<file path="src/rtl/input_frontend_if.sv">
// Pin-side and core-side signals of the input front-end.
// The master modport drives the pins and observes the conditioned outputs.
interface input_frontend_if #(
    parameter int DATA_W = 6,
    parameter int CMD_W  = 2
);
    logic [DATA_W-1:0] data_pin;
    logic [CMD_W-1:0]  cmd_pin;
    logic [DATA_W-1:0] data_sync;
    logic [CMD_W-1:0]  cmd_level;
    logic [CMD_W-1:0]  cmd_rise;
    logic [CMD_W-1:0]  cmd_fall;
    logic [DATA_W-1:0] data_hold;
    logic              data_valid;

    modport master (
        output data_pin, cmd_pin,
        input  data_sync, cmd_level, cmd_rise, cmd_fall, data_hold, data_valid
    );

    modport slave (
        input  data_pin, cmd_pin,
        output data_sync, cmd_level, cmd_rise, cmd_fall, data_hold, data_valid
    );
endinterface

</file>
<file path="src/rtl/input_frontend.sv">
// Input conditioning: synchronizer chains, per-channel debounce with edge
// pulses, and a data capture register loaded on a selected button press.
module input_frontend #(
    parameter int DATA_W          = 6,
    parameter int CMD_W           = 2,
    parameter int SYNC_STAGES     = 2,
    parameter int DEBOUNCE_CYCLES = 4,
    parameter int CAPTURE_CH      = 1
) (
    input logic               clock,
    input logic               reset_n,
    input_frontend_if.slave   fe
);
    localparam int CNT_W = $clog2(DEBOUNCE_CYCLES + 1);
    localparam logic [CNT_W-1:0] CNT_LAST = CNT_W'(DEBOUNCE_CYCLES - 1);

    logic [SYNC_STAGES-1:0][DATA_W-1:0] data_chain_q;
    logic [SYNC_STAGES-1:0][CMD_W-1:0]  cmd_chain_q;
    logic [DATA_W-1:0]                  data_sync;
    logic [CMD_W-1:0]                   cmd_sync;

    logic [CNT_W-1:0] cnt_q [CMD_W];
    logic [CNT_W-1:0] cnt_d [CMD_W];
    logic [CMD_W-1:0] level_q, level_d;
    logic [CMD_W-1:0] rise_q, rise_d;
    logic [CMD_W-1:0] fall_q, fall_d;
    logic [DATA_W-1:0] hold_q, hold_d;
    logic              valid_q, valid_d;

    assign data_sync = data_chain_q[SYNC_STAGES-1];
    assign cmd_sync  = cmd_chain_q[SYNC_STAGES-1];

    // NOTE: every variable gets a default before any branch so no latch is inferred.
    always_comb begin
        level_d = level_q;
        rise_d  = '0;
        fall_d  = '0;
        for (int ch = 0; ch < CMD_W; ch++) begin
            cnt_d[ch] = '0;
            if (cmd_sync[ch] != level_q[ch]) begin
                if (cnt_q[ch] == CNT_LAST) begin
                    level_d[ch] = cmd_sync[ch];
                    rise_d[ch]  = cmd_sync[ch];
                    fall_d[ch]  = ~cmd_sync[ch];
                end else begin
                    cnt_d[ch] = cnt_q[ch] + CNT_W'(1);
                end
            end
        end
        // Capture samples the bus value present at the accepting edge.
        valid_d = rise_d[CAPTURE_CH];
        hold_d  = valid_d ? data_sync : hold_q;
    end

    // NOTE: sequential state uses non-blocking assignments so every flop samples pre-edge values.
    always_ff @(posedge clock or negedge reset_n) begin
        if (!reset_n) begin
            data_chain_q <= '0;
            cmd_chain_q  <= '0;
            // NOTE: the counter array is small and its state is observable, so it is reset like any flop.
            for (int ch = 0; ch < CMD_W; ch++) begin
                cnt_q[ch] <= '0;
            end
            level_q <= '0;
            rise_q  <= '0;
            fall_q  <= '0;
            hold_q  <= '0;
            valid_q <= 1'b0;
        end else begin
            data_chain_q <= {data_chain_q[SYNC_STAGES-2:0], fe.data_pin};
            cmd_chain_q  <= {cmd_chain_q[SYNC_STAGES-2:0], fe.cmd_pin};
            for (int ch = 0; ch < CMD_W; ch++) begin
                cnt_q[ch] <= cnt_d[ch];
            end
            level_q <= level_d;
            rise_q  <= rise_d;
            fall_q  <= fall_d;
            hold_q  <= hold_d;
            valid_q <= valid_d;
        end
    end

    assign fe.data_sync  = data_sync;
    assign fe.cmd_level  = level_q;
    assign fe.cmd_rise   = rise_q;
    assign fe.cmd_fall   = fall_q;
    assign fe.data_hold  = hold_q;
    assign fe.data_valid = valid_q;
endmodule

</file>
<file path="src/flat_wrapper.sv">
// flat-port wrapper written by rule: the top's interface ports become plain ports
module input_frontend_flat 
#(
    parameter int DATA_W          = 6,
    parameter int CMD_W           = 2,
    parameter int SYNC_STAGES     = 2,
    parameter int DEBOUNCE_CYCLES = 4,
    parameter int CAPTURE_CH      = 1
)
  (clock, reset_n, fe_data_pin, fe_cmd_pin, fe_data_sync, fe_cmd_level, fe_cmd_rise, fe_cmd_fall, fe_data_hold, fe_data_valid);
  input_frontend_if #(.DATA_W(DATA_W), .CMD_W(CMD_W)) fe_i ();
  input logic clock;
  input logic reset_n;
  input wire logic [$bits(fe_i.data_pin)-1:0] fe_data_pin;
  input wire logic [$bits(fe_i.cmd_pin)-1:0] fe_cmd_pin;
  output wire logic [$bits(fe_i.data_sync)-1:0] fe_data_sync;
  output wire logic [$bits(fe_i.cmd_level)-1:0] fe_cmd_level;
  output wire logic [$bits(fe_i.cmd_rise)-1:0] fe_cmd_rise;
  output wire logic [$bits(fe_i.cmd_fall)-1:0] fe_cmd_fall;
  output wire logic [$bits(fe_i.data_hold)-1:0] fe_data_hold;
  output wire logic [$bits(fe_i.data_valid)-1:0] fe_data_valid;
  assign fe_i.data_pin = fe_data_pin;
  assign fe_i.cmd_pin = fe_cmd_pin;
  assign fe_data_sync = fe_i.data_sync;
  assign fe_cmd_level = fe_i.cmd_level;
  assign fe_cmd_rise = fe_i.cmd_rise;
  assign fe_cmd_fall = fe_i.cmd_fall;
  assign fe_data_hold = fe_i.data_hold;
  assign fe_data_valid = fe_i.data_valid;
  input_frontend #(.DATA_W(DATA_W), .CMD_W(CMD_W), .SYNC_STAGES(SYNC_STAGES), .DEBOUNCE_CYCLES(DEBOUNCE_CYCLES), .CAPTURE_CH(CAPTURE_CH)) u_core (.clock(clock), .reset_n(reset_n), .fe(fe_i));
endmodule
</file>
<file path="config.mk">
export PLATFORM = sky130hd
export DESIGN_NAME = input_frontend_flat
export DESIGN_NICKNAME = d
export VERILOG_FILES = /design/src/rtl/input_frontend_if.sv /design/src/rtl/input_frontend.sv /design/src/flat_wrapper.sv
export SDC_FILE = /design/constraint.sdc
export NUM_CORES = 1
export LEC_CHECK = 0
export CAP_MARGIN = 20
export CORE_MARGIN = 8
export CORE_UTILIZATION = 50
export CTS_CLUSTER_DIAMETER = 30
export DETAILED_ROUTE_END_ITERATION = 8
export PLACE_DENSITY = 0.83
export SYNTH_ARGS = -nofsm -noshare
export SYNTH_HDL_FRONTEND = slang
export SYNTH_SLANG_ARGS = --single-unit
</file>
<file path="constraint.sdc">
create_clock -name clock -period 4 [get_ports clock]
set_input_delay 0.8 -clock clock [delete_from_list [all_inputs] [get_ports clock]]
set_output_delay 0.8 -clock clock [all_outputs]
set_load 0.05 [all_outputs]
</file>
Fig. 1: run 1, placement density heat map
The die is cut into 6 by 6 equal tiles; dark blue is low, red is high, 0 to 100% covered.
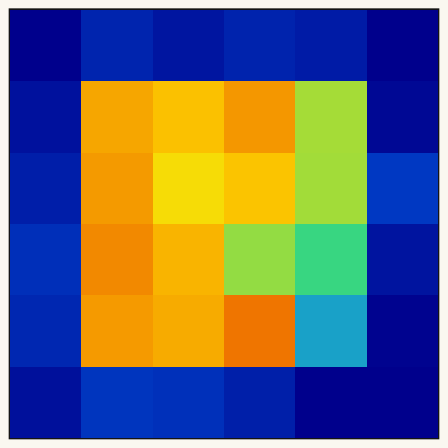
- emptiest ninth of the die: bottom right
- tiles over 75% full: 28%
- densest ninth of the die: middle
- nearly empty tiles: 17%

Fig. 2: run 1, congestion heat map
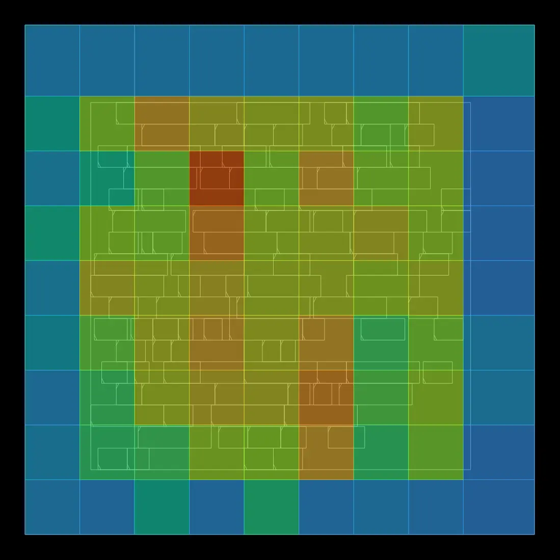
GR Layer Usage met3: 0.06620
global routing usage on met1: 0.09188
GRT Util Overall: 0.09513

Fig. 3: run 1, routed metal, one color a layer
Scale bar: 20 um.
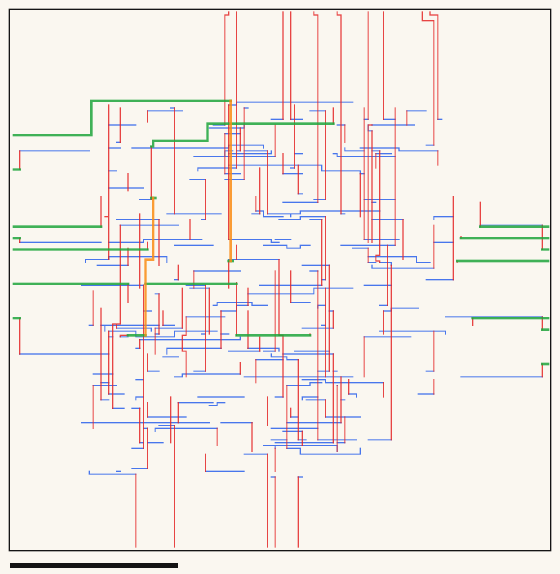
- metal 2: red (wire length 849 um)
- metal 4: orange (wire length 36.3 um)
- metal 3: green (wire length 158 um)
- metal 1: blue (wire length 712 um)

==> notes.org, run 1 <==
#+TITLE: Flow metrics

** Final timing
- Dividing the final minimum period by the clock period gives 0.5913.
- Max-Slew Margin vs Limit :: 0.6574
- After layout, the worst setup slack is 1.635 ns.
- Unrepaired setup endpoints after global routing :: false
- After layout, the setup clock skew is reported as 0.008188 ns.
- WHS :: 0.3460 ns
- The highest clock rate this design can be run at is 422.8 MHz.
- Final max-slew violation count :: 0
- The pin closest to its max-slew limit shows a slew of 0.5123 ns.
- Final critical delay including setup and external delays :: 2.365 ns
- Adding up every negative setup slack in the final design gives 0 ns.
- Endpoints failing hold in the final report were tallied at 0.

** Logic synthesis
- Yosys stat chip area :: 0.001160 mm2
- Comb area leader :: multiplexers
- Warnings reported by Yosys during synthesis add up to 0.
- Post-Syn Area per Cell :: 17.57 um2
- Most common library cells after synthesis :: dfrtp_1, buf_4, mux2_4, nor2b_1
- Proportion of synthesized chip area in sequential cells :: 0.7335
- Area fraction in full adders, half adders and majority gates :: 0.02157
- The main area contributors are dfrtp_1, mux2_4, buf_4, ha_1, nor2b_1.
- Per the synthesis report, the simple-gate share of the synthesized area is 0.07767.
- For this run, the leading register cell type out of synthesis is dfrtp_1.
- Complex-gate fraction of the synthesized area :: 0
- Xor/xnor share :: 0.01510
- For this run, asynchronously set or reset flops after synthesis account for 1.000.
- Cell type with the largest total area :: dfrtp_1
- Synthesis produced a netlist whose cell count is 66.
- Per the synthesis report, the number of distinct cell types is 13.
- Yosys cell count :: 66
- The portion of synthesized area spent on multiplexers is 0.09709.
- Per the synth log, the flip-flop and latch total comes to 34.
- When the netlist entered floorplanning its net count stood at 78.
- After synthesis the cells add up to 0.001160 mm2.
- Counting flops with a built-in enable in the synthesized netlist gives 0.

** Power and ir drop
- Comb pwr share :: 0.381
- Cell internal power was estimated by the tool at 0.6585 mW.
- Power of the sequential group :: 0.452 mW
- The power report lists the clock group at 0.190 mW.
- The report lists the power per cell area as 701.5 mW/mm2.
- Reported combinational group power :: 0.395 mW
- Of the total power, registers draw 0.436.
- Per the OpenROAD power report, leakage power amounts to 0.6821 nW.
- Design Power :: 1.037 mW
- Clk network pwr share :: 0.183
- The switching portion of total power comes to 0.3653.
- Worst ir drop on vdd :: 0.5558 mV

** Routing
- Summing over every cut layer, the via total after detailed routing is 575.
- Post-detailed-route DRC marker count :: 0
- Routed vias/inst :: 4.675
- The post-route report lists met1 wire length as 712 um.
- Initial DRC Count :: 8
- Mean routed wirelength per cell :: 14.27 um
- Once detail routing completed, the nets flagged for antenna violations numbered 0.
- The pre-antenna-repair detailed-routing pass consisted of 2 iterations.
- The highest layer touched by signal routing is met4.
- Routed wire length on met3 :: 158 um
- Detail Route met2 WL :: 848 um
- Routed WL :: 1755 um

** Layout
- Per the cell usage report, the commonest logic cell in the layout is dfrtp_1.
- The finished design was reported to have a net count of 106.
- Counting the inverters off the clock network in the layout gives 0.
- Filler cell count in the final layout :: 169
- After the flow finishes, the layout carries non-filler instances totaling 123.
- Summing all multi-input logic gate instances after layout gives 245.2 um2.
- Summing all non-filler instances in the final layout gives an area of 0.001479 mm2.
- Diodes inserted :: 0
- Multi-input gate count :: 24
- In the final design, more cell area goes to flip-flops and latches than to any other class.
- Between the synthesized netlist and the finished layout, the area growth was recorded as 27.51%.
- Flop area :: 850.8 um2
- Of all the cell area in the finished design, non-clock buffers hold 0.1946.
- The fraction of cell area in multi-input combinational cells is reported as 0.1658.
- The post-route utilization of the core is recorded as 0.6686.
- The fraction of final cell area spent on clock buffers and inverters in this run is 0.04061.
- The most common logic cells in the final layout are dfrtp_1, clkdlybuf4s50_1, mux2_4, clkbuf_4, nor2b_1.
- The number of sequential cells reported for the layout is 34.
- Fraction of final layout cells sized beyond drive strength 1 :: 0.1789
- Per the layout area report, the sequential fraction of cell area is 0.5753.

** Setup path
- The critical path in this run is classified as reg -> out.
- Looking at the critical path, the single cell with the biggest stage delay is clkdlybuf4s50_1.
- Start point of the critical path :: u_core.fe.cmd_level[0]
- The number of cells on the worst reg-to-reg path is 3.
- The worst setup path is launched from a flop.
- Of all nets on the critical path, the largest fanout is 5.
- Crit path to :: fe_cmd_level[0]
- Startpoint of the worst-slack reg-to-reg timing path :: u_core.cnt_q[0]
- All stages included, the depth of the critical timing path comes to 1.
- The setup check on the worst reg-to-reg path leaves a slack of 2.49 ns.
- Largest delay share family, worst path :: buffers and inverters
- Arrival time of data at the critical path endpoint :: 1.57 ns
- Crit path DRT :: 3.20 ns
- Critical Path, Cell by Cell :: clkdlybuf4s50_1
- FF-to-FF End :: u_core.fe.data_hold[2]

** Die
- The overall die size recorded for this design is 0.004117 mm2.
- Tap cell count :: 28
- Count of standard-cell rows :: 17
- The core region is 0.002212 mm2.
- Die outline height :: 64.17 um
- In the floorplan report the effective utilization is 0.5243.
- Count of boundary I/O pins :: 29

** Clock tree
- CTS tree :: yes
- In this run, CTS created clock tree buffers numbering 5.
- Post-CTS repair changed the size of 0 cells.
- The tree built by TritonCTS fans out to 34 sinks.
- Post-CTS timing repair inserted 0 buffers for setup.
- H-tree level count :: 2
- After clock tree synthesis, the flow added hold-fix buffers numbering 0.
- Clock latency on the worst-skew pair :: 0.32 ns
- Per the post-CTS timing run, clock transition at the registers of the reported paths is 0.10 ns.

** Placed design
- Summed over all nets, the half-perimeter wirelength after detailed placement is 1288 um.
- Area post-placement :: 0.001419 mm2
- The pre-CTS setup check shows a worst slack of 1.976 ns.
- In this run, placement finished with an instance count of 115.
- The congestion estimate from routability-driven global placement came to 0.6300.
- During placement, the flow inserted port buffers numbering 28.

** GRT
- The first global-routing pass estimated 2946 um of wire.
- The via count of the first global-routing pass was 669.
- Global-route layer with the greatest usage :: met2
- Largest net degree at the start of global routing :: 35
- Initial antenna violation count :: 0
- For met2 alone, demand over resource in global routing was 0.1468.

** Worst hold path
- The path with the worst hold slack has its endpoint at u_core.fe.data_sync[0].
- The type recorded for the worst min-delay path is reg -> reg.
- Worst hold start :: u_core.data_chain_q[0]
- Hold Path Cell Cnt :: 0

** Flow run
- Across the run, the number of max-cap violations was 0.

** Status
- The flow ran to the end, and the final reports show no timing, DRC or antenna violations.
==> run 2, diff against run 1 <==
--- a/config.mk
+++ b/config.mk
@@ -7,10 +7,10 @@
 export LEC_CHECK = 0
 export CAP_MARGIN = 20
 export CORE_MARGIN = 8
-export CORE_UTILIZATION = 50
+export CORE_UTILIZATION = 47
 export CTS_CLUSTER_DIAMETER = 30
 export DETAILED_ROUTE_END_ITERATION = 8
-export PLACE_DENSITY = 0.83
+export PLACE_DENSITY = 0.79
 export SYNTH_ARGS = -nofsm -noshare
 export SYNTH_HDL_FRONTEND = slang
 export SYNTH_SLANG_ARGS = --single-unit
==> constraint.sdc (replaced) <==
create_clock -name clock -period 2.3 [get_ports clock]
set_input_delay 0.46 -clock clock [delete_from_list [all_inputs] [get_ports clock]]
set_output_delay 0.46 -clock clock [all_outputs]
set_load 0.05 [all_outputs]
Fig. 4: run 2, routed clock nets over the placement
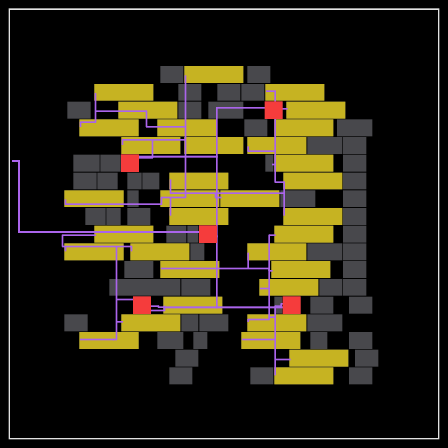
- clock wires: purple (length 356 um)
- flip-flops: yellow (count 34)
- clock drivers: red (count 5)
- routed clock nets: 6

Fig. 5: run 2, placement density heat map
The die is cut into 7 by 7 equal tiles; dark blue is low, red is high, 0 to 100% covered.
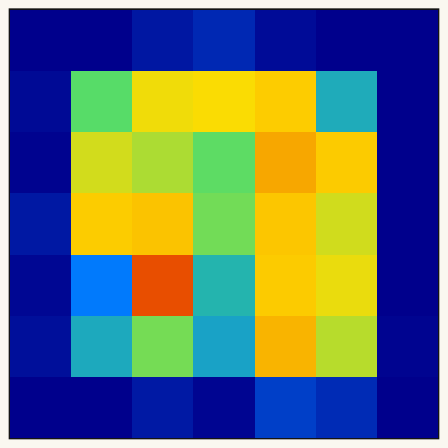
- fullest tile: 91%
- densest ninth of the die: middle
- tiles over 75% full: 18%

==> notes.org, run 2 <==
#+TITLE: Flow metrics

** Status
- The flow ran to the end, and the final reports show no timing, DRC or antenna violations.

** Power and ir drop
- Power comes to 1.884 mW.
- Power of the sequential group :: 0.786 mW
- The combinational power reported by the tool is 0.691 mW.
- Switching Share :: 0.3483
- The share of total power dissipated in the clock network is 0.217.
- Cell-internal power :: 1.228 mW
- Worst ir drop on vdd :: 0.8694 mV
- The script extracted a total leakage power of 0.6863 nW.
- Proportion of power drawn by flip-flops and latches :: 0.417
- Clock network power for this build is 0.408 mW.

** Layout
- Synthesis-to-layout area growth :: 29.02%
- Clock-cell share of area :: 0.05017
- Diodes inserted :: 0
- Most common library cell in the layout ignoring fill and taps :: dfrtp_1
- Measured on the final layout, buffering overhead outside the clock network stands at 0.1923.
- Dominant kind of cell :: flip-flops and latches
- Of the total standard cell area in the layout, the sequential portion is 0.5686.
- Flop area :: 850.8 um2
- There are 34 flip-flops and latches.
- The number of multi-input combinational cells in the layout is 24.
- Non-Clock Inverter Count :: 0
- Fraction of final layout cells sized beyond drive strength 1 :: 0.1684
- In the layout the commonest cells are dfrtp_1, clkdlybuf4s50_1, mux2_4, clkbuf_4, nor2b_1.
- Combinational share of cell area :: 0.1639
- Post-Route Utilization :: 0.6210
- The finished layout holds 125 standard cells, fillers aside.
- Filler cell count in the final layout :: 194
- Number of nets at the end of the flow :: 106

** Logic synthesis
- The portion of synthesized area spent on multiplexers is 0.09709.
- Most common library cells after synthesis :: dfrtp_1, buf_4, mux2_4, nor2b_1
- Top area cells in the synthesized netlist :: dfrtp_1, mux2_4, buf_4, ha_1, nor2b_1
- The area recorded from the Yosys report for this design is 0.001160 mm2.
- After synthesis, the design contains 66 cells according to Yosys.
- Fraction of the mapped netlist area in simple logic gates :: 0.07767
- For this run, the leading register cell type out of synthesis is dfrtp_1.
- Xor/xnor share :: 0.01510
- In the synthesized netlist, the number of instances is 66.
- Flop and latch count out of synthesis :: 34
- Proportion of synthesized chip area in sequential cells :: 0.7335
- In this run, synthesis inferred 0 flip-flops with an integrated enable.
- Unique cell types :: 13
- Per the synthesis report, the AND-OR/OR-AND share of the synthesized area is 0.
- Warnings from Yosys :: 0
- Per the post-synthesis report, the nets total 78.
- Synth async-reset ratio :: 1.000
- Of the combinational cells, the family taking the most area is multiplexers.
- In this run the cell area of the synthesized design comes to 0.001160 mm2.
- In this run, the synthesized area fraction spent on adder and majority cells is recorded as 0.02157.

** Die
- In this run the core area contains 18 standard-cell rows.
- The core region is 0.002410 mm2.
- Core Density at Floorplan :: 0.4813
- Count of boundary I/O pins :: 29
- Die outline height :: 65.68 um
- Chip Footprint :: 0.004313 mm2
- Tap cell count :: 30

** Setup path
- The critical path ends at fe_cmd_level[0].
- In this run the critical register-to-register path is captured at u_core.fe.data_hold[2].
- STA puts the critical path data arrival time at 1.57 ns.
- Critical Path, Cell by Cell :: clkdlybuf4s50_1
- The report shows a maximum critical-path fanout of 5.
- Start point of the critical path :: u_core.fe.cmd_level[0]
- Largest delay share family, worst path :: buffers and inverters
- Minimum setup slack among reg-to-reg paths :: 0.79 ns
- Crit path DRT :: 1.84 ns
- Startpoint of the worst-slack reg-to-reg timing path :: u_core.cnt_q[0]
- Depth of the most critical reg-to-reg path :: 3
- The critical path is of the reg -> out type.
- STA classifies the critical path startpoint as a flop.
- For this design, the slowest cell found on the critical path is clkdlybuf4s50_1.
- Number of cells on the critical path :: 1
- The script reports the combined buffer and inverter count of the critical path as 1.

** Routing
- Wire segments on met2 add up to 829 um in the final route.
- Per the post-route antenna check, the number of violating nets is 0.
- Met1 wire length :: 640 um
- Mean routed wirelength per cell :: 14.20 um
- Routed wire length on met3 :: 264 um
- Dividing the detail-routed via count by the number of cells gives 4.632.
- Number of search-and-repair iterations in the first detailed-routing pass :: 2
- Top routing layer used :: met4
- Routed WL :: 1775 um
- For this run, design rule violations remaining after detail routing come to 0.
- In this run, the number of DRC markers left after iteration 0 of detailed routing was 10.

** Clock tree
- Root Buffer Master :: clkbuf_4
- Clock latency on the worst-skew pair :: 0.33 ns
- For this design, the CTS-stage hold fixing added 0 buffers.
- CTS buffer count :: 5
- The clock drives 34 sinks.
- # resized after CTS :: 0
- Clock transition at the registers of the reported paths :: 0.10 ns
- CTS tree :: yes

** Final timing
- For this run, the top clock speed supported by timing is 491.9 MHz.
- Subtracting the final worst setup slack from the clock period gives 2.033 ns.
- Post-route setup slack :: 0.2671 ns
- Max-Slew Margin vs Limit :: 0.6609
- In the finished design, the share of the clock period the worst path needs comes to 0.8839.
- In the final run the clock tree shows a worst skew of 0.01221 ns.
- Slew of the pin with the lowest slew margin :: 0.5071 ns
- Count of final hold-check violations :: 0
- Unrepaired setup endpoints after global routing :: false
- For reference, the final report shows the max-slew violation count at 0.
- Hold is met by 0.3535 ns.
- After routing, the total negative slack on setup checks comes to 0 ns.

** Placed design
- PortBufs :: 28
- Once placement finished, the instance area stood at 0.001421 mm2.
- Setup slack on the worst path after placement came out at 0.6141 ns.
- The number of placed instances, taps included, is 117.
- After its last routability iteration, the placer logged a weighted congestion of 0.6607.

** GRT
- The via count of the first global-routing pass is 616.
- Global-route layer with the greatest usage :: met2
- Grt ovf :: 0
- The number of antenna violations at the first check in global routing is 0.
- Global routing usage on met1 :: 0.08105
- Wire length of the first global-routing pass :: 2884 um
- For this run, the total global-route usage over all layers was measured as 0.09408.
- met3 track demand over resource after global routing is 0.08163.

** Worst hold path
- The report gives the cell count of the worst hold path as 0.
- Endpoint of the worst hold-timing path :: u_core.fe.data_sync[5]
- STA lists the startpoint of the worst hold path as u_core.data_chain_q[5].

** Flow run
- Max cap viols :: 0
Power is estimated from default activity; no workload was simulated.
